==> config.mk <==
export PLATFORM = sky130hd
export DESIGN_NAME = if_stage
export DESIGN_NICKNAME = d
export VERILOG_FILES = /design/src/rtl/if_stage.sv
export SDC_FILE = /design/constraint.sdc
export NUM_CORES = 1
export LEC_CHECK = 0
export CAP_MARGIN = 20
export CORE_UTILIZATION = 52
export DETAILED_ROUTE_END_ITERATION = 6
export GPL_TIMING_DRIVEN = 0
export PLACE_DENSITY = 0.8
export REMOVE_ABC_BUFFERS = 1
export SETUP_SLACK_MARGIN = 0.1
export SLEW_MARGIN = 30
export SYNTH_ARGS = -nofsm -noshare
export SYNTH_HDL_FRONTEND = slang
export SYNTH_SLANG_ARGS = --single-unit
==> constraint.sdc <==
create_clock -name clk -period 2.34 [get_ports clk]
set_input_delay 0.234 -clock clk [delete_from_list [all_inputs] [get_ports clk]]
set_output_delay 0.234 -clock clk [all_outputs]
set_load 0.02 [all_outputs]
==> src/rtl/if_stage.sv <==
// if_stage: instruction-fetch stage of the 16-bit pipelined processor.
// Owns the fetch PC, talks to instruction memory over a req/ack handshake,
// and loads the IF/ID register consumed by decode. A one-entry skid buffer
// catches an instruction that returns while decode is stalled; the DROP
// state discards a request that was still in flight when a branch was taken.
//
// Ports:
//   clk, rst_n        rising-edge clock, asynchronous active-low reset
//   hazard_detected   decode stall, IF/ID holds
//   Branch/Branch_PC  taken redirect from decode (ignored while stalled)
//   o_imem_req/addr   fetch request and word address (combinational req)
//   i_imem_ack/data   response for the current request
//   o_IR/o_PC/o_valid IF/ID pipeline register
module if_stage #(
  parameter logic [15:0] RESET_PC = 16'h0000,
  parameter logic [31:0] NOP_IR   = 32'h0000_0000
) (
  input  logic        clk,
  input  logic        rst_n,
  input  logic        hazard_detected,
  input  logic        Branch,
  input  logic [15:0] Branch_PC,
  output logic        o_imem_req,
  output logic [15:0] o_imem_addr,
  input  logic        i_imem_ack,
  input  logic [31:0] i_imem_data,
  output logic [31:0] o_IR,
  output logic [15:0] o_PC,
  output logic        o_valid
);

  localparam int unsigned AW = 16;
  localparam int unsigned DW = 32;

  localparam logic [0:0] S_FETCH = 1'b0;
  localparam logic [0:0] S_DROP  = 1'b1;

  logic [0:0]    r_state;
  logic [AW-1:0] r_fetch_pc;
  logic [AW-1:0] r_redirect_pc;
  logic          r_outstanding;
  logic          r_skid_valid;
  logic [DW-1:0] r_skid_ir;
  logic [AW-1:0] r_skid_pc;
  logic [DW-1:0] r_ir;
  logic [AW-1:0] r_pc;
  logic          r_valid;

  logic [0:0]    w_state_nxt;
  logic [AW-1:0] w_fetch_pc_nxt;
  logic [AW-1:0] w_redirect_pc_nxt;
  logic          w_outstanding_nxt;
  logic          w_skid_valid_nxt;
  logic [DW-1:0] w_skid_ir_nxt;
  logic [AW-1:0] w_skid_pc_nxt;
  logic [DW-1:0] w_ir_nxt;
  logic [AW-1:0] w_pc_nxt;
  logic          w_valid_nxt;

  logic          w_req;
  logic          w_br;
  logic          w_drop_done;
  logic          w_br_taken;
  logic          w_loaded;
  logic [AW-1:0] w_pc_inc;

  // A request stays up while draining a dropped fetch, while one is pending,
  // or whenever there is room for a new instruction.
  assign w_req       = (r_state == S_DROP) | r_outstanding | (!r_skid_valid & !hazard_detected);
  assign w_br        = Branch & !hazard_detected;
  assign w_drop_done = (r_state == S_DROP) & i_imem_ack;
  // Completing a drop takes priority over a branch on the same edge.
  assign w_br_taken  = w_br & !w_drop_done;
  assign w_pc_inc    = r_fetch_pc + AW'(1);

  assign o_imem_req  = w_req;
  assign o_imem_addr = r_fetch_pc;
  assign o_IR        = r_ir;
  assign o_PC        = r_pc;
  assign o_valid     = r_valid;

  // Next-state and IF/ID next values
  always_comb begin
    w_state_nxt       = r_state;
    w_fetch_pc_nxt    = r_fetch_pc;
    w_redirect_pc_nxt = r_redirect_pc;
    w_outstanding_nxt = r_outstanding;
    w_skid_valid_nxt  = r_skid_valid;
    w_skid_ir_nxt     = r_skid_ir;
    w_skid_pc_nxt     = r_skid_pc;
    w_ir_nxt          = r_ir;
    w_pc_nxt          = r_pc;
    w_valid_nxt       = r_valid;
    w_loaded          = 1'b0;

    if (w_drop_done) begin
      // Dropped request finally returned: discard it and go to the target.
      w_fetch_pc_nxt    = r_redirect_pc;
      w_state_nxt       = S_FETCH;
      w_outstanding_nxt = 1'b0;
    end else if (w_br_taken) begin
      w_ir_nxt         = NOP_IR;
      w_valid_nxt      = 1'b0;
      w_skid_valid_nxt = 1'b0;
      if (w_req && !i_imem_ack) begin
        // Address must stay stable until ack, so park the target.
        w_state_nxt       = S_DROP;
        w_redirect_pc_nxt = Branch_PC;
      end else begin
        w_fetch_pc_nxt    = Branch_PC;
        w_outstanding_nxt = 1'b0;
      end
    end else if ((r_state == S_FETCH) && w_req && i_imem_ack) begin
      w_fetch_pc_nxt    = w_pc_inc;
      w_outstanding_nxt = 1'b0;
      if (!hazard_detected && !r_skid_valid) begin
        w_ir_nxt    = i_imem_data;
        w_pc_nxt    = w_pc_inc;
        w_valid_nxt = 1'b1;
        w_loaded    = 1'b1;
      end else begin
        w_skid_ir_nxt    = i_imem_data;
        w_skid_pc_nxt    = w_pc_inc;
        w_skid_valid_nxt = 1'b1;
      end
    end else if (w_req && !i_imem_ack) begin
      w_outstanding_nxt = 1'b1;
    end

    // IF/ID advance when not flushed: skid first, otherwise bubble.
    if (!w_br_taken && !hazard_detected) begin
      if (r_skid_valid) begin
        w_ir_nxt         = r_skid_ir;
        w_pc_nxt         = r_skid_pc;
        w_valid_nxt      = 1'b1;
        w_skid_valid_nxt = 1'b0;
      end else if (!w_loaded) begin
        w_ir_nxt    = NOP_IR;
        w_valid_nxt = 1'b0;
      end
    end
  end

  // State registers
  always_ff @(posedge clk or negedge rst_n) begin
    if (!rst_n) begin
      r_state       <= S_FETCH;
      r_fetch_pc    <= RESET_PC;
      r_redirect_pc <= '0;
      r_outstanding <= 1'b0;
      r_skid_valid  <= 1'b0;
      r_skid_ir     <= NOP_IR;
      r_skid_pc     <= '0;
      r_ir          <= NOP_IR;
      r_pc          <= '0;
      r_valid       <= 1'b0;
    end else begin
      r_state       <= w_state_nxt;
      r_fetch_pc    <= w_fetch_pc_nxt;
      r_redirect_pc <= w_redirect_pc_nxt;
      r_outstanding <= w_outstanding_nxt;
      r_skid_valid  <= w_skid_valid_nxt;
      r_skid_ir     <= w_skid_ir_nxt;
      r_skid_pc     <= w_skid_pc_nxt;
      r_ir          <= w_ir_nxt;
      r_pc          <= w_pc_nxt;
      r_valid       <= w_valid_nxt;
    end
  end

endmodule
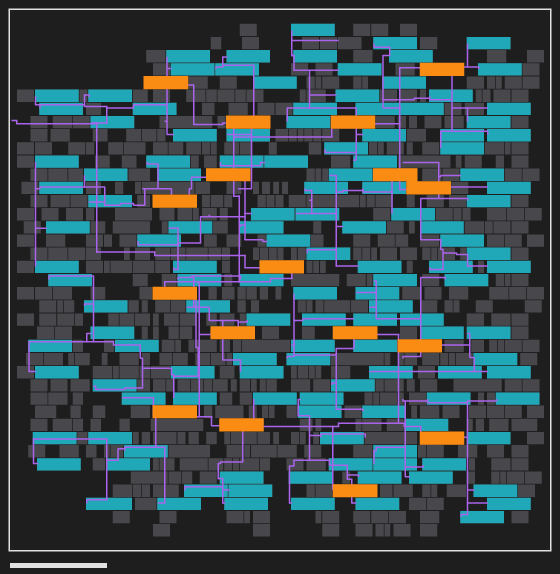
Fig. 1. Clock network drawn from the DEF.
The bar under the picture is 20 microns long.
[cells driving clock nets] orange | count: 17
[flip-flops] cyan | count: 132
[clock wires] purple | length: 1580 microns
routed clock nets: 18
flops lie: widely spread

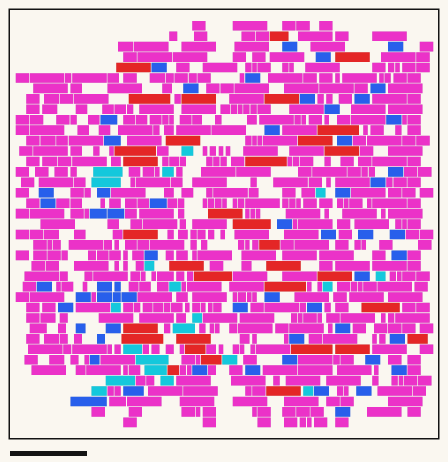
Fig. 2. Cells by drive strength.
The bar under the picture is 20 microns long.
| size | colour | cells | share | most used |
|---|---|---|---|---|
| drive 6 and up | red | 33 | 4.9% | clkbuf_16 |
| drive 1 or less | magenta | 559 | 83% | dfrtp_1 |
| drive 3 to 4 | cyan | 20 | 3.0% | buf_4 |
| drive 2 | blue | 59 | 8.8% | mux2_2 |

==> results.sh <==
# implementation run metrics
export IMPL_status="finished, violations left"
export IMPL_violations="DRC"
export IMPL_fin_crit_ns=2.10
export IMPL_dp_slack_ns=-0.573
export IMPL_nNonClkBuffers=132
export IMPL_powerDensity_nw_per_um2=1080
export IMPL_synth_xor_area_share=0.0154
export IMPL_slew_violations=0
export IMPL_synth_avg_cell_area_sq_um=11.4
export IMPL_timing_rr_start="r_skid_valid"
export IMPL_syn_area_sq_um=6240
export IMPL_drt_antenna_violating_nets=0
export IMPL_edf_count=0
export IMPL_die_size_y_microns=112
export IMPL_rows=39
export IMPL_post_route_drc_count=13
export IMPL_hold_slack_ns=0.276
export IMPL_holdCritPathClass="in2reg"
export IMPL_clock_buffers=20
export IMPL_yosys_area_share_aoi=0.138
export IMPL_buf_share=0.166
export IMPL_fin_area_sq_um=8330
export IMPL_maxCapViolations=0
export IMPL_tool_warnings=27
export IMPL_vias=4822
export IMPL_chipArea_sq_um=12400
export IMPL_flops=132
export IMPL_fa_ha_area_frac=0.00200
export IMPL_slew_headroom=0.534
export IMPL_antenna_found_initial=0
export IMPL_crit_type="reg2reg"
export IMPL_r2r_end="o_IR[16]"
export IMPL_dp_cells=778
export IMPL_worst_slack_ns=0.244
export IMPL_endpoint_kind="flop"
export IMPL_instances_no_fill=814
export IMPL_r2r_cells=6
export IMPL_reg2reg_slack_ns=0.24
export IMPL_worst_ep_arrival_time_ns=2.36
export IMPL_cts_resized_gates=2
export IMPL_insertion_delay_ns=0.42
export IMPL_ys_seq_frac=0.529
export IMPL_grt_total_usage=0.263
export IMPL_num_multi_input_gates=369
export IMPL_synth_top_cell_by_area="dfrtp_1"
export IMPL_startpoint_type="flop"
export IMPL_hold_path_depth=2
export IMPL_fin_crit_sh=0.896
export IMPL_ys_chip_area_sq_um=6240
export IMPL_top_cell="dfrtp_1"
export IMPL_layout_area_comb_sq_um=2740
export IMPL_yosysUniqueCellTypes=59
export IMPL_clkCellAreaFrac=0.0837
export IMPL_mux_share=0.152
export IMPL_initial_utilization=0.540
export IMPL_seqCellArea_sq_um=3300
export IMPL_gp_congestion=0.840
export IMPL_grt_pass1_wl_microns=25700
export IMPL_total_power_w=0.00901
export IMPL_fillers=825
export IMPL_routedWlPerCell_microns=18.6
export IMPL_top_area_frac=0.529
export IMPL_via_per_inst=5.92
export IMPL_top_cells_by_area="dfrtp_1 53%, mux2_2 8.1%, mux2i_1 5.3%, nand2_1 3.9%, o21ai_0 3.0%"
export IMPL_synthCells=548
export IMPL_die_w_microns=112
export IMPL_fmax_ghz=0.477
export IMPL_drt_iter0_markers=403
export IMPL_top_logic_kind="multiplexers"
export IMPL_routed_wl_microns=15200
export IMPL_diodes=0
export IMPL_critPathRequiredTime_ns=2.60
export IMPL_tapCellCount=143
export IMPL_area_dominant_class="flip-flops and latches"
export IMPL_dp_hpwl_microns=10100
export IMPL_final_layout_size_suffix_gt1_frac=0.167
export IMPL_sh_seq_area=0.397
export IMPL_inv_count=6
export IMPL_htree_levels=4
export IMPL_async_flop_share=1.00
export IMPL_yosys_area_share_simple=0.123
export IMPL_fin_nets=712
export IMPL_portBuffers=118
export IMPL_cts_buffers=17
export IMPL_worstPathMaxFanout=9
export IMPL_final_util=0.720
export IMPL_ys_cells=548
export IMPL_core_area_sq_um=11600
export IMPL_grt_max_degree=82
export IMPL_p_leak_nw=3.50
export IMPL_synth_top_cells_by_count="132 x dfrtp_1, 65 x nand2_1, 45 x mux2_2, 37 x o21ai_0, 33 x mux2i_1"
export IMPL_ff_type="dfrtp_1"
export IMPL_worst_pin_slew_ns=0.697
export IMPL_area_growth_syn_to_layout_pct=33.4
export IMPL_hold_violations=0
export IMPL_first_global_vias=5043
export IMPL_setup_violations=0
export IMPL_drtPass1Iterations=7
export IMPL_sh_comb_area=0.329
export IMPL_clock_sinks=132
export IMPL_finClkSkew_ns=0.0100
export IMPL_hp_start="i_imem_ack"
export IMPL_min_delay_worst_endpoint="r_outstanding"
export IMPL_postCtsSetupBuffers=3
export IMPL_cts_path_max_buffers=2
export IMPL_yosysWarnings=0
export IMPL_ios=119
export IMPL_peakVddDrop_uv=649
export IMPL_postPlaceCellArea_sq_um=7570
export IMPL_cts_clk_slew_worst_paths_ns=0.06
export IMPL_root_buffer="clkbuf_16"
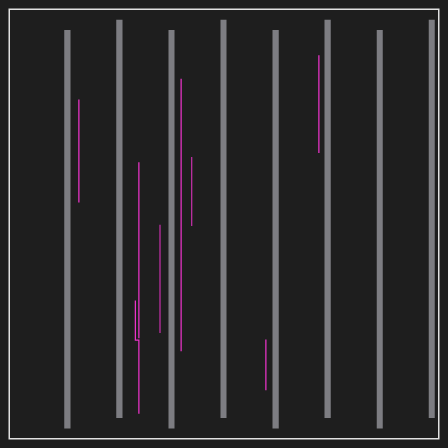
Fig. 3. The metal 4 layer.
Supply wires on this layer in grey.
share of all routed wire: 1.7%
main direction: vertical
longest straight run: 70.7 microns

-- sequential cells by signal, summed over array words and instances (netlist names) --
name	cells
r_skid_valid	1
r_redirect_pc	16
o_PC	16
r_outstanding	1
r_state	1
r_skid_pc	16
r_skid_ir	32
o_imem_addr	16
o_IR	32
o_valid	1
-- worst max-delay path by stage --
stage,start,endpoint,depth (start not counted)
after CTS,hazard_detected,r_redirect_pc[4],4
after global placement,i_imem_ack,o_PC[5],5
final,r_skid_valid,o_IR[16],6
after global routing,r_skid_valid,o_IR[16],6
after floorplan,r_state,o_PC[5],4
after detailed placement,hazard_detected,r_redirect_pc[4],4
-- where the power goes --
group,total (W),switching [W],internal [W]
clock,0.00313,0.000989,0.00214
sequential,0.00350,0.000567,0.00294
combinational,0.00238,0.00117,0.00121
total,0.00901,0.00273,0.00629
-- layout by cell type (no fill, tap or decap), types with 8 or more instances in the layout --
master           instances
clkdlybuf4s50_1        115
a31oi_1                  8
nand2_1                 64
a222oi_1                 8
dfrtp_1                131
nor3_1                  13
mux2_1                  10
mux2i_1                 33
o21ai_0                 37
o2bb2ai_1               12
clkbuf_16               17
o21ai_1                 17
nor2_1                  14
nand3_1                 11
mux2_2                  45
-- worst max-delay path: stages, from the launching register on --
cell and delay, ns:
dfrtp_1 0.47, nor4b_4 0.44, buf_4 0.27, buf_4 0.23, buf_4 0.22, mux2i_1 0.20
o21ai_0 0.10
-- routing by layer --
layer | vias to the layer above | GRT usage | wire length, microns
met5 | - | 0 | 0
met4 | 0 | 0.0847 | 256
met3 | 20 | 0.0599 | 1000
met2 | 178 | 0.428 | 7330
met1 | 2412 | 0.352 | 6570
li1 | 2212 | - | -
Power figures rest on the tool's default switching activity, not on a simulated workload.
